<file path="config.mk">
export PLATFORM = sky130hd
export DESIGN_NAME = cfg_lut_array
export DESIGN_NICKNAME = d
export VERILOG_FILES = /design/src/rtl/cfg_lut_array.sv
export SDC_FILE = /design/constraint.sdc
export NUM_CORES = 1
export LEC_CHECK = 0
export CELL_PAD_IN_SITES_DETAIL_PLACEMENT = 0
export CELL_PAD_IN_SITES_GLOBAL_PLACEMENT = 2
export CORE_MARGIN = 5
export CORE_UTILIZATION = 44
export DETAILED_ROUTE_END_ITERATION = 12
export DONT_BUFFER_PORTS = 1
export GPL_ROUTABILITY_DRIVEN = 0
export PLACE_DENSITY_LB_ADDON = 0.1
export SETUP_SLACK_MARGIN = 0.4
export SLEW_MARGIN = 30
export SYNTH_ARGS = -nofsm -noshare
export SYNTH_HDL_FRONTEND = slang
export SYNTH_SLANG_ARGS = --single-unit
</file>
<file path="constraint.sdc">
create_clock -name clock -period 17.5 [get_ports clock]
set_clock_uncertainty 0.2 [all_clocks]
set_input_delay 5.25 -clock clock [delete_from_list [all_inputs] [get_ports clock]]
set_output_delay 5.25 -clock clock [all_outputs]
set_load 0.05 [all_outputs]
</file>
<file path="src/rtl/cfg_lut_array.sv">
// cfg_lut_array
//   Array of NUM_TILES K-input LUT tiles, each with an optional output
//   flip-flop. The configuration is shifted in serially over a valid/ready
//   handshake (one bit per accepted beat). A small FSM sequences
//   IDLE -> LOAD -> RUN; tile outputs are forced to zero outside RUN.
// Ports
//   clock     : rising-edge clock
//   reset     : asynchronous, active-high reset
//   cfg_start : pulse, begins or restarts a configuration load
//   cfg_valid : cfg_data carries a bit-stream bit
//   cfg_data  : bit-stream bit
//   cfg_ready : high in LOAD, a bit is accepted on cfg_valid & cfg_ready
//   cfg_done  : high while in RUN
//   run_en    : enables tile flip-flop updates in RUN
//   in_data   : tile i inputs at [i*LUT_K +: LUT_K], bit 0 = LUT index LSB
//   out       : tile outputs
module cfg_lut_array #(
   parameter int NUM_TILES = 8,
   parameter int LUT_K     = 5
) (
   input  logic                          clock,
   input  logic                          reset,
   input  logic                          cfg_start,
   input  logic                          cfg_valid,
   input  logic                          cfg_data,
   output logic                          cfg_ready,
   output logic                          cfg_done,
   input  logic                          run_en,
   input  logic [NUM_TILES*LUT_K-1:0]    in_data,
   output logic [NUM_TILES-1:0]          out
);

   localparam int LUT_SIZE   = 2**LUT_K;
   localparam int CFG_BITS   = LUT_SIZE + 1;
   localparam int TOTAL_BITS = NUM_TILES * CFG_BITS;
   localparam int CNT_W      = $clog2(TOTAL_BITS + 1);

   typedef enum logic [1:0] {
      S_IDLE = 2'd0,
      S_LOAD = 2'd1,
      S_RUN  = 2'd2
   } state_t;

   state_t                  r_state;
   state_t                  w_state_nxt;
   logic [TOTAL_BITS-1:0]   r_cfg;
   logic [CNT_W-1:0]        r_cnt;
   logic [NUM_TILES-1:0]    r_ff;
   logic [NUM_TILES-1:0]    w_lut;
   logic [NUM_TILES-1:0]    w_mode;
   logic                    w_accept;
   logic                    w_last;

   // cfg_start takes priority over a bit offered in the same cycle: that bit is dropped.
   assign w_accept = (r_state == S_LOAD) && cfg_valid && !cfg_start;
   assign w_last   = w_accept && (r_cnt == CNT_W'(TOTAL_BITS - 1));

   assign cfg_ready = (r_state == S_LOAD);
   assign cfg_done  = (r_state == S_RUN);

   // Next-state logic for the load/run sequencer.
   always_comb begin
      w_state_nxt = r_state;
      case (r_state)
         S_IDLE: begin
            if (cfg_start) w_state_nxt = S_LOAD;
            else           w_state_nxt = S_IDLE;
         end
         S_LOAD: begin
            if (cfg_start)   w_state_nxt = S_LOAD;
            else if (w_last) w_state_nxt = S_RUN;
            else             w_state_nxt = S_LOAD;
         end
         S_RUN: begin
            if (cfg_start) w_state_nxt = S_LOAD;
            else           w_state_nxt = S_RUN;
         end
         default: w_state_nxt = S_IDLE;
      endcase
   end

   // State register.
   always_ff @(posedge clock or posedge reset) begin
      if (reset) r_state <= S_IDLE;
      else       r_state <= w_state_nxt;
   end

   // Accepted-bit counter; any cfg_start clears it, and it stops at TOTAL_BITS.
   always_ff @(posedge clock or posedge reset) begin
      if (reset)         r_cnt <= '0;
      else if (cfg_start) r_cnt <= '0;
      else if (w_accept) r_cnt <= r_cnt + CNT_W'(1);
      else               r_cnt <= r_cnt;
   end

   // Config store: right shift with the new bit entering at the MSB, so the
   // first bit sent ends up in position 0 after a full stream.
   always_ff @(posedge clock or posedge reset) begin
      if (reset)         r_cfg <= '0;
      else if (w_accept) r_cfg <= {cfg_data, r_cfg[TOTAL_BITS-1:1]};
      else               r_cfg <= r_cfg;
   end

   // Tile flip-flops: cleared when a reload is started from RUN.
   always_ff @(posedge clock or posedge reset) begin
      if (reset)                                  r_ff <= '0;
      else if (cfg_start && (r_state == S_RUN))   r_ff <= '0;
      else if ((r_state == S_RUN) && run_en)      r_ff <= w_lut;
      else                                        r_ff <= r_ff;
   end

   for (genvar gi = 0; gi < NUM_TILES; gi++) begin : g_tile
      logic [LUT_SIZE-1:0] w_tt;
      assign w_tt       = r_cfg[gi*CFG_BITS +: LUT_SIZE];
      assign w_lut[gi]  = w_tt[in_data[gi*LUT_K +: LUT_K]];
      assign w_mode[gi] = r_cfg[gi*CFG_BITS + LUT_SIZE];
   end

   // Output select; masked outside RUN so a partially shifted store is never visible.
   always_comb begin
      out = '0;
      if (r_state == S_RUN) begin
         for (int i = 0; i < NUM_TILES; i++) begin
            if (w_mode[i]) out[i] = r_ff[i];
            else           out[i] = w_lut[i];
         end
      end else begin
         out = '0;
      end
   end

endmodule
</file>
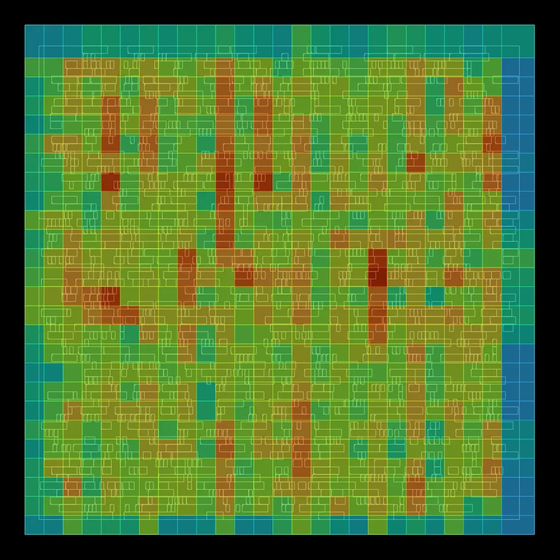
run_1/final_congestion.png
fin util: 48.9%
most used routing layer: met2
met2 GRT Util: 26.3%
met3 Track Usage GR: 4.12%

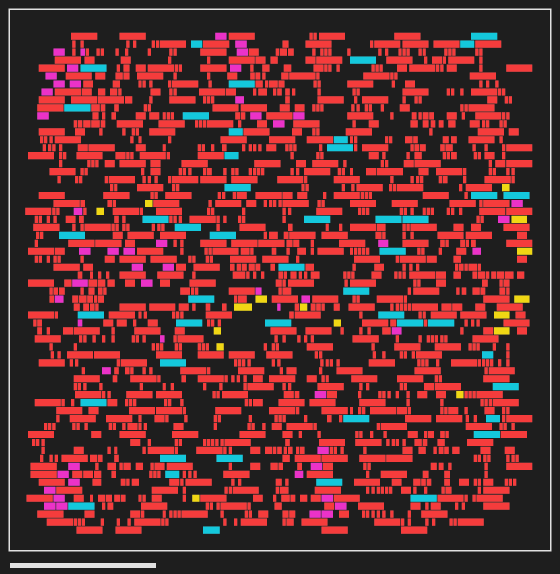
run_1/drive_strength.png
The bar under the picture is 50 um long.
Red marks drive 1 or less, cells 1336, share 92%. Cyan marks drive 6 and up, cells 46, share 3.2%. Magenta marks drive 2, cells 52, share 3.6%. Yellow marks drive 3 to 4, cells 16, share 1.1%.
Repair and plain buffers: 10
Synth-to-Final Area Change: 8.81%
Finished Cell Area: 14600 um2
Final WS setup: 5.33 ns

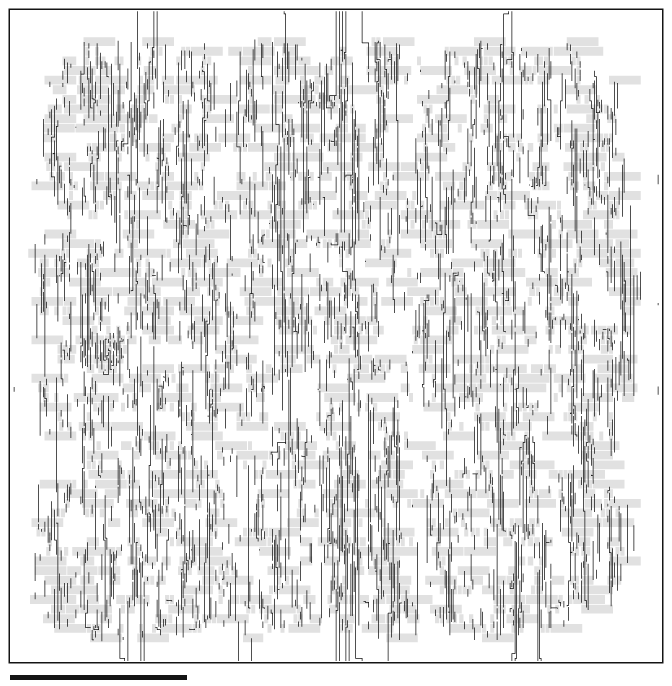
run_1/met2.png
The bar under the picture is 50 um long. Cells faint in the background.
The layer carries 12700 um of wire. 1060 nets have wire on it. The wires run mostly vertical. The layer holds 45% of the routed length. The longest straight run is 50.7 um.
Routed WL: 28300 um
vias: 9365

==> run notes, run 1 <==
run metrics: antenna-violating nets left 0, Final min period 12.17 ns, yosys cell count 1454, post-synthesis average cell area 9.20 um2, Hold WC Path Type reg2reg, Gate Count Post-Synth 1454, pin count of the biggest net entering global routing 129, delay-heaviest family, CP simple AND/OR/NAND/NOR gates, wire length per cell 15.4 um, gr usage total 17.0%, Max Slew Vio Count 0, ys flops 283, Seq area share 48.6%, Arrival @ worst endpoint 6.72 ns, Comb gates 1091, Yosys warnings 0, peak per-stage delay on the critical path 0.74 ns, CTS tree done, Worst path slowest cell nor3_2, leakage 0.00773 uW, tap cells 390, cts hold-fix bufs 0, layout cell share with drive strength beyond 1 7.86%, top cell category sequential cells, fmax 82.2 MHz, CTS H-tree lvls 2, drt pass-1 iters 5, Die ar. 34000 um2, clock sink count 283, clock tree root buffer cell clkbuf_16, outcome finished clean, post-synth net total 1501, port bufs 0, nets@finish 1476, peak supply drop 0.0602 mV, setup TNS 0 ns, DIE HEIGHT 184 um, MUX area fraction 13.2%, drt drc 0, number of max-cap violations 0, diode count 0, Min-Delay Path Depth 2, final hold violation count 0, Simple Share, Synth 24.1%, Synth Seq Share 52.9%, period utilization 69.5%, Latency at later pin 0.49 ns, XORs/XNORs by Area 0.393%, CTS buffer count 34, CP Depth 6, register area 7080 um2, die width 184 um, FF+latch count 283, Setup CP Type in2out, worst-path cell chain nor2b_1, a211oi_1, nand3_1, nand4_1, nor2_1, nor3_2, Yosys cell types 41, Chip Area, Yosys 13400 um2, ys async rst share 100%, actual slew at the worst max-slew pin 0.979 ns, fraction of area in multi-input gates 39.8%, Slew HR 34.4%, vias in the first global route 9383, unrepaired setup endpoints after global routing no, # clk buffers 53, inverter count 9, boundary pin count 56
-- run 1: sequential cells by signal, summed over array words and instances, names as in the netlist --
name,cells
r_cfg,264
r_cnt,9
r_ff,8
r_state,2
-- run 1: worst min-delay path, cell delays in order (launching register included) --
cell     delay, ns
dfrtp_1       0.34
nand2_1       0.04
o21ai_0       0.06
-- run 1: cell usage after synthesis, types with 10 or more instances --
library cell / instances / area, um2
nand3_1: 24 / 120
buf_4: 22 / 165
buf_6: 18 / 203
a22oi_1: 30 / 225
mux2i_1: 128 / 1280
a21oi_1: 33 / 165
dfrtp_1: 283 / 7080
mux2_2: 37 / 417
o21ai_0: 27 / 135
nand2_1: 701 / 2630
buf_2: 25 / 125
nor2_1: 19 / 71.3
nand2b_1: 10 / 62.6
nor2b_1: 14 / 87.6
-- run 1: cells in the final DEF (no fill, tap or decap), drive strengths merged --
master / netlist / routed
a21oi: 33 / 33
nand4: 4 / 4
and3: 4 / 4
nor3: 3 / 3
or3: 2 / 2
nor2: 20 / 20
and2b: 5 / 5
inv: 8 / 7
dfrtp: 283 / 283
clkinv: 1 / 5
a31oi: 1 / 1
mux2i: 128 / 128
mux2: 42 / 42
clkinvlp: 0 / 1
a211oi: 8 / 8
a22oi: 30 / 30
clkbuf: 3 / 53
nor2b: 14 / 14
nand2: 702 / 702
nor4b: 1 / 1
o21ai: 29 / 29
nand3b: 1 / 1
a22o: 2 / 2
buf: 68 / 10
nand4b: 6 / 6
o22ai: 1 / 1
ha: 1 / 1
nand3: 25 / 25
nand2b: 10 / 10
and2: 7 / 7
xor2: 6 / 6
a311oi: 6 / 6
-- run 1: metrics by stage --
step / power, uW / setup WS, ns / hold WS, ns / area (um2)
2_1_floorplan: 859 / 4.24 / 0.240 / 13400
3_3_place_gp: 878 / 5.17 / 0.264 / 13500
3_5_place_dp: 881 / 5.23 / 0.273 / 13500
4_1_cts: 1570 / 5.23 / 0.282 / 14600
5_1_grt: 1610 / 5.22 / 0.304 / 14600
6_report: 1540 / 5.33 / 0.280 / 14600
-- run 1: worst paths after layout --
kind | end | slack, ns | startpoint
hold reg to reg | r_ff[3] | 0.28 | r_ff[3]
hold / removal | r_ff[3] | 0.28 | r_ff[3]
setup / recovery | out[4] | 5.33 | in_data[22]
setup reg to reg | r_cfg[187] | 13.97 | r_state[0]
max in group asynchronous | r_cfg[212] | 11.34 | reset
min in group asynchronous | r_cfg[12] | 4.50 | reset
-- run 1: cell families after synthesis --
family | after synthesis
XOR/XNOR | 6
adder cells (fa/ha/maj) | 1
AND/OR/NAND/NOR | 804
AND-OR/OR-AND | 110
buffers and inverters | 80
multiplexers | 170
flip-flops | 283
-- run 1: report_power, final --
group          internal (uW)  switching [uW]  leakage (uW)
sequential               700            34.9       0.00393
combinational           56.4            75.0       0.00328
clock                    409             265      0.000523
-- run 1: per-layer routing --
| layer | share of wire, % | global-route usage [%] | up-vias |
|---|---|---|---|
| met4 | 1.8 | 3.70 | 0 |
| met2 | 45 | 26.3 | 112 |
| met5 | 0 | 0 | - |
| li1 | - | - | 4703 |
| met1 | 49 | 24.6 | 4514 |
| met3 | 4.7 | 4.12 | 36 |
run_1/met1.png
The bar under the picture is 50 um long. Supply wires on this layer in grey. Cells faint in the background.
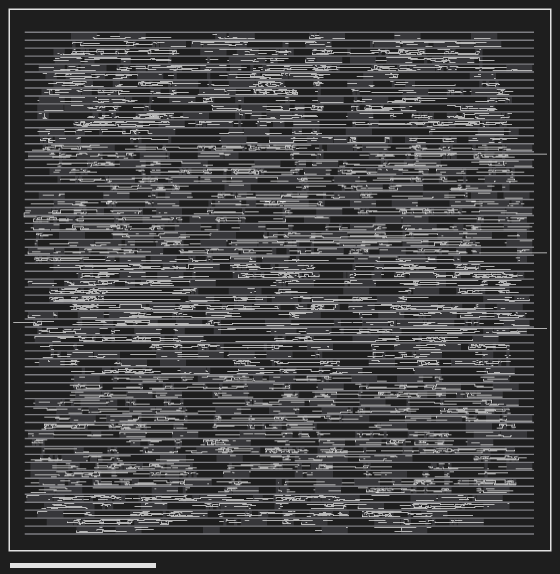

==> inputs of run 2 (changes only) <==
Settings changed: CORE_UTILIZATION 44 to 41.
Clock period 17.5 ns to 11.6 ns, I/O delays scaled along.
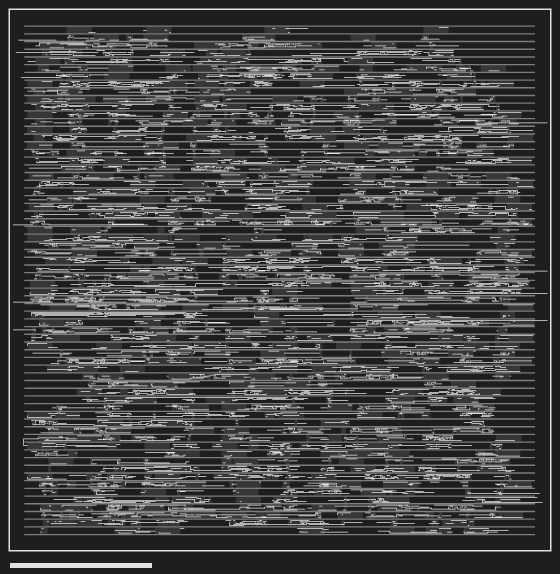
run_2/met1.png
The bar under the picture is 50 um long. Supply wires on this layer in grey. Cells faint in the background.
The longest straight run is 57.0 um. The layer holds 50% of the routed length. 1366 nets have wire on it.

==> run 2 against run 1 <==
Net effect: critical path depth unchanged; synthesized cell count unchanged; area after synthesis is the same; final area up 1.1%; combinational power up 52%; setup slack lost 2.3 ns; critical path type unchanged; hold slack got worse by 0.00085 ns; die area grew 6.9%; register-to-register slack worse by 5.9 ns; routed wire length up 1.7%; largest power group unchanged; final cell count is 3.2% higher.
==> run notes, run 2 <==
run metrics: Arrival @ worst endpoint 4.89 ns, Yosys cell types 41, CTS resizes 0, pre-CTS WS 2.87 ns, main area contributors after synthesis dfrtp_1 53%, nand2_1 20%, mux2i_1 9.6%, Hold WC Path Type reg2reg, worst-path cell chain nor2b_1, a211oi_1, nand3_1, nand4_1, nor2_1, nor3_2, antenna-violating nets left 0, Max Slew Vio Count 0, register area 7080 um2, Top cells excl fill/tap 701 x nand2_1, 283 x dfrtp_1, 128 x mux2i_1, 37 x mux2_2, 35 x clkbuf_16, post-synthesis average cell area 9.20 um2, Synth Seq Share 52.9%, most frequent logic cell in the layout nand2_1, Yosys warnings 0, actual slew at the worst max-slew pin 0.946 ns, leakage 0.00779 uW, top flop regs r_cfg: 264 flops, r_cnt: 9 flops, r_ff: 8 flops, Max-area cell share 52.9%, Largest Register r_cfg, CTS H-tree lvls 2, Die ar. 36400 um2, ys async rst share 100%, port bufs 0, outcome finished clean, final hold violation count 0, Final WS setup 3.03 ns, ys flops 283, Setup CP Type in2out, Routed WL 28800 um, Slew HR 36.7%, fmax 117 MHz, Synth-to-Final Area Change 10.0%, drt drc 0, Gate Count Post-Synth 1454, clock tree root buffer cell clkbuf_16, number of max-cap violations 0, cts hold-fix bufs 0, peak supply drop 0.104 mV, vias 9319, peak per-stage delay on the critical path 0.68 ns, post-synth net total 1501, pin count of the biggest net entering global routing 164, layout cell share with drive strength beyond 1 8.59%, diode count 0, Latency at later pin 0.50 ns, number of flip-flops under the largest register name 264, Final min period 8.57 ns, Post-synth top cells 701 x nand2_1, 283 x dfrtp_1, 128 x mux2i_1, area leader, netlist dfrtp_1, most common cell in the netlist nand2_1, unrepaired setup endpoints after global routing no, period utilization 73.9%, die width 191 um, Chip Area, Yosys 13400 um2, CTS tree done, CTS buffer count 34, global route overflow 0, DIE HEIGHT 191 um, Worst path slowest cell nor3_2, yosys cell count 1454, via/cell ratio 4.91, drt pass-1 iters 5, clock sink count 283, final std cells w/o fill 1898, vias in the first global route 9486, nets@finish 1478, setup TNS 0 ns
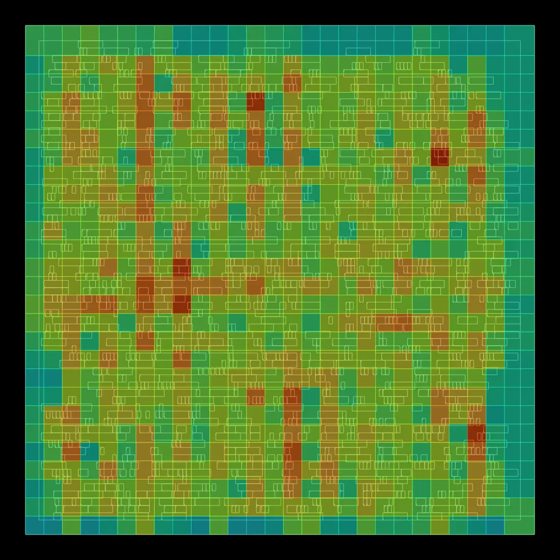
run_2/final_congestion.png
fin util: 45.5%
met1 Use GR: 24.1%
wire length per cell: 15.2 um
gr usage total: 16.3%

[run 2: worst max-delay path: cells and delay by family]
family | cells | cell delay, ns
simple gates | 5 | 1.18
compound gates | 1 | 0.23
[run 2: final timing paths]
| path | startpoint | endpoint | slack [ns] | cells past startpoint |
|---|---|---|---|---|
| max | in_data[22] | out[4] | 3.03 | 6 |
| min | r_cfg[0] | r_cfg[0] | 0.28 | 2 |
| max reg2reg | r_state[1] | r_cfg[119] | 8.04 | 5 |
| min reg2reg | r_cfg[0] | r_cfg[0] | 0.28 | 2 |
| max in group asynchronous | reset | r_cfg[149] | 7.01 | 4 |
| min in group asynchronous | reset | r_cfg[24] | 2.84 | 2 |
[run 2: area by class of cell]
cell class	count	area share (%)
Clock inverter	13	0.833
Timing Repair Buffer	12	0.858
Inverter	9	0.255
Tap cell	442	3.76
Multi-Input combinational cell	1091	39.3
Clock buffer	48	6.89
Sequential cell	283	48.1
[run 2: kinds of logic (layout without fill, tap and decap cells)]
group	after synthesis	count (layout)	share of synthesized area [%]
buffers and inverters	80	82	4.10
XOR/XNOR	6	6	0.393
AND-OR/OR-AND	110	110	5.11
AND/OR/NAND/NOR	804	804	24.1
adder cells (fa/ha/maj)	1	1	0.0935
flip-flops	283	283	52.9
multiplexers	170	170	13.2
[run 2: stage by stage]
step / hold WS (ns) / power [uW] / area [um2] / util (%)
after floorplan: 0.240 / 1300 / 13400 / -
after global placement: 0.262 / 1320 / 13500 / 41.8
after detailed placement: 0.271 / 1330 / 13500 / 41.9
after CTS: 0.281 / 2420 / 14700 / 45.4
after global routing: 0.313 / 2500 / 14700 / 45.5
final: 0.279 / 2380 / 14700 / 45.5
[run 2: power breakdown]
part | leakage, uW | switching (uW) | total [uW] | internal, uW
clock | 0.000573 | 415 | 1070 | 655
sequential | 0.00393 | 52.1 | 1110 | 1060
combinational | 0.00329 | 113 | 199 | 86.1
[run 2: per-layer routing]
layer | global-route usage, % | wire length (um) | vias up
met5 | 0 | 0 | -
met2 | 24.8 | 12700 | 120
met1 | 24.1 | 14400 | 4459
li1 | - | - | 4707
met3 | 3.24 | 1220 | 33
met4 | 3.78 | 557 | 0
run_2/drive_strength.png
The bar under the picture is 50 um long.
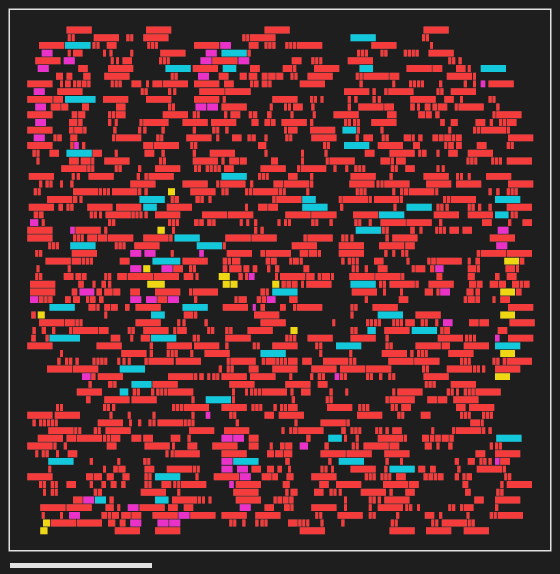

==> inputs of run 3 (changes only) <==
Settings changed: CORE_UTILIZATION 41 to 37.
Clock period 11.6 ns to 6.86 ns, I/O delays scaled along.
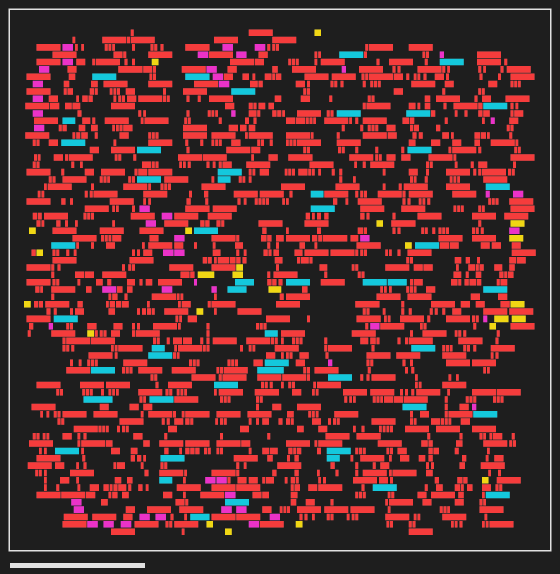
run_3/drive_strength.png
The bar under the picture is 50 um long.
Yellow marks drive 3 to 4, cells 24, share 1.6%. Cyan marks drive 6 and up, cells 50, share 3.4%. Red marks drive 1 or less, cells 1340, share 91%. Magenta marks drive 2, cells 51, share 3.5%.

==> run 3 against run 2 <==
Net effect: global-route usage down 1.3 points; utilization down 3.9 points; setup slack worse by 2.0 ns; sequential share of layout area down 0.30 points; count of clock-buffer cells in the layout up 4; largest cell class unchanged.
==> run notes, run 3 <==
run metrics: WHS 0.275 ns, clock sink count 283, Gate Count Post-Synth 1454, CTS buffer count 36, post-synthesis average cell area 9.20 um2, Chip Area, Yosys 13400 um2, Commonest flop dfrtp_1, gr usage total 14.9%, Final Setup Violations 0, clock tree root buffer cell clkbuf_16, Final min period 5.85 ns, DIE HEIGHT 200 um, P_int 3030 uW, nets@finish 1487, outcome finished clean, Sw Ratio 24.7%, Synth-to-Final Area Change 10.7%, Latency at later pin 0.53 ns, Max-area cell share 52.9%, power share of the combinational group 8.5%, ys async rst share 100%, antenna-violating nets left 0, unrepaired setup endpoints after global routing no, Netlist Area Pre-Place 13400 um2, number of flip-flops under the largest register name 264, post-synth net total 1501, leakage 0.00784 uW, setup TNS 0 ns, layout cell share with drive strength beyond 1 8.53%, vias in the first global route 9694, top flop regs r_cfg: 264 flops, r_cnt: 9 flops, r_ff: 8 flops, switching pwr 995 uW, most common cell in the netlist nand2_1, peak supply drop 0.155 mV, Post-synth top cells 701 x nand2_1, 283 x dfrtp_1, 128 x mux2i_1, port bufs 0, wire length per cell 15.5 um, drt pass-1 iters 4, ys flops 283, Die ar. 40100 um2, global route overflow 0, Largest Register r_cfg, diode count 0, Max Slew Vio Count 0, drt drc 0, main area contributors after synthesis dfrtp_1 53%, nand2_1 20%, mux2i_1 9.6%, Hold WC Path Type reg2reg, vias 9484, area leader, netlist dfrtp_1, CTS H-tree lvls 2, period utilization 85.2%, CTS tree done, sequential power share 46.5%, final hold violation count 0, Synth Seq Share 52.9%, number of max-cap violations 0, boundary pin count 56, CTS resizes 0, Yosys warnings 0, Setup CP Type in2out, maximum clock path buffer count 3, Arrival @ worst endpoint 3.59 ns, Routed WL 29800 um, cts hold-fix bufs 0, Post-Place Cell Area 13700 um2, actual slew at the worst max-slew pin 0.898 ns, starting DRC count in detailed routing 541, Finished Cell Area 14800 um2, Top cells excl fill/tap 701 x nand2_1, 283 x dfrtp_1, 128 x mux2i_1, 37 x mux2_2, 37 x clkbuf_16, via/cell ratio 4.92, final std cells w/o fill 1926, clock share of power 45.0%, fin util 41.6%, yosys cell count 1454, Yosys cell types 41, pin count of the biggest net entering global routing 159, fmax 171 MHz, die width 200 um, Slew HR 40.1%, number of core rows 69, most frequent logic cell in the layout nand2_1
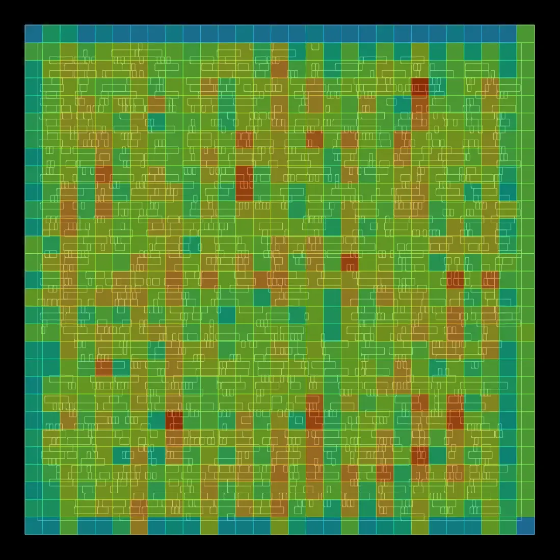
run_3/final_congestion.png
met3 Track Usage GR: 3.20%
met1 Use GR: 20.9%

run 3: cell counts after synthesis:
Identical to the previous run, type by type.
run 3: cell type report:
cell class | count | area [um2] | area share (%)
clock buffer | 52 | 1050 | 7.10
multi-input combinational | 1091 | 5780 | 39.0
inverter | 9 | 37.5 | 0.253
timing repair buffer | 19 | 213 | 1.44
tap | 461 | 577 | 3.89
clock inverter | 11 | 82.6 | 0.557
sequential | 283 | 7080 | 47.8
run 3: power groups by stage:
stage	Clock [uW]	Sequential (uW)	Combinational [uW]
6_report	1810	1870	343
4_1_cts	1890	1870	352
3_5_place_dp	0	1900	350
5_1_grt	1960	1890	393
2_1_floorplan	0	1880	316
3_3_place_gp	0	1900	345
run 3: cell families after synthesis:
group	synth area share (%)
AOI/OAI and AO/OA	5.11
adders and majority gates	0.0935
buffers and inverters	4.10
muxes	13.2
DFF	52.9
xor gates and xnor gates	0.393
and+or+nand+nor	24.1
run 3: critical path: stages:
cell and delay, ns:
and2b_1 0.26, a22oi_1 0.09, nand4b_1 0.10, a21oi_1 0.05, a311oi_1 0.56, a21oi_1 0.23, buf_4 0.24
run 3: path summary, 6_finish.rpt:
check                            start          to  slack, ns  cells after the start
hold / removal                 r_ff[3]     r_ff[3]       0.27                      2
hold reg to reg                r_ff[3]     r_ff[3]       0.27                      2
max in group asynchronous        reset  r_cfg[123]       3.81                      3
setup reg to reg            r_state[1]  r_cfg[187]       3.98                      4
min in group asynchronous        reset   r_cfg[24]       1.35                      1
setup / recovery           in_data[15]      out[3]       1.01                      7
run 3: routing by layer:
metal | GRT usage (%) | share of wire, % | vias to the layer above
met5 | 0 | 0 | -
met1 | 20.9 | 49 | 4602
li1 | - | - | 4727
met3 | 3.20 | 4.2 | 50
met2 | 23.1 | 44 | 105
met4 | 5.09 | 2.4 | 0
run 3: metrics by stage:
stage / setup WS [ns] / power [uW]
global route: 0.831 / 4240
detailed placement: 0.943 / 2250
floorplan: 0.719 / 2190
finish: 1.01 / 4030
CTS: 0.936 / 4110
global placement: 0.978 / 2250
Power and IR drop assume default switching activity.
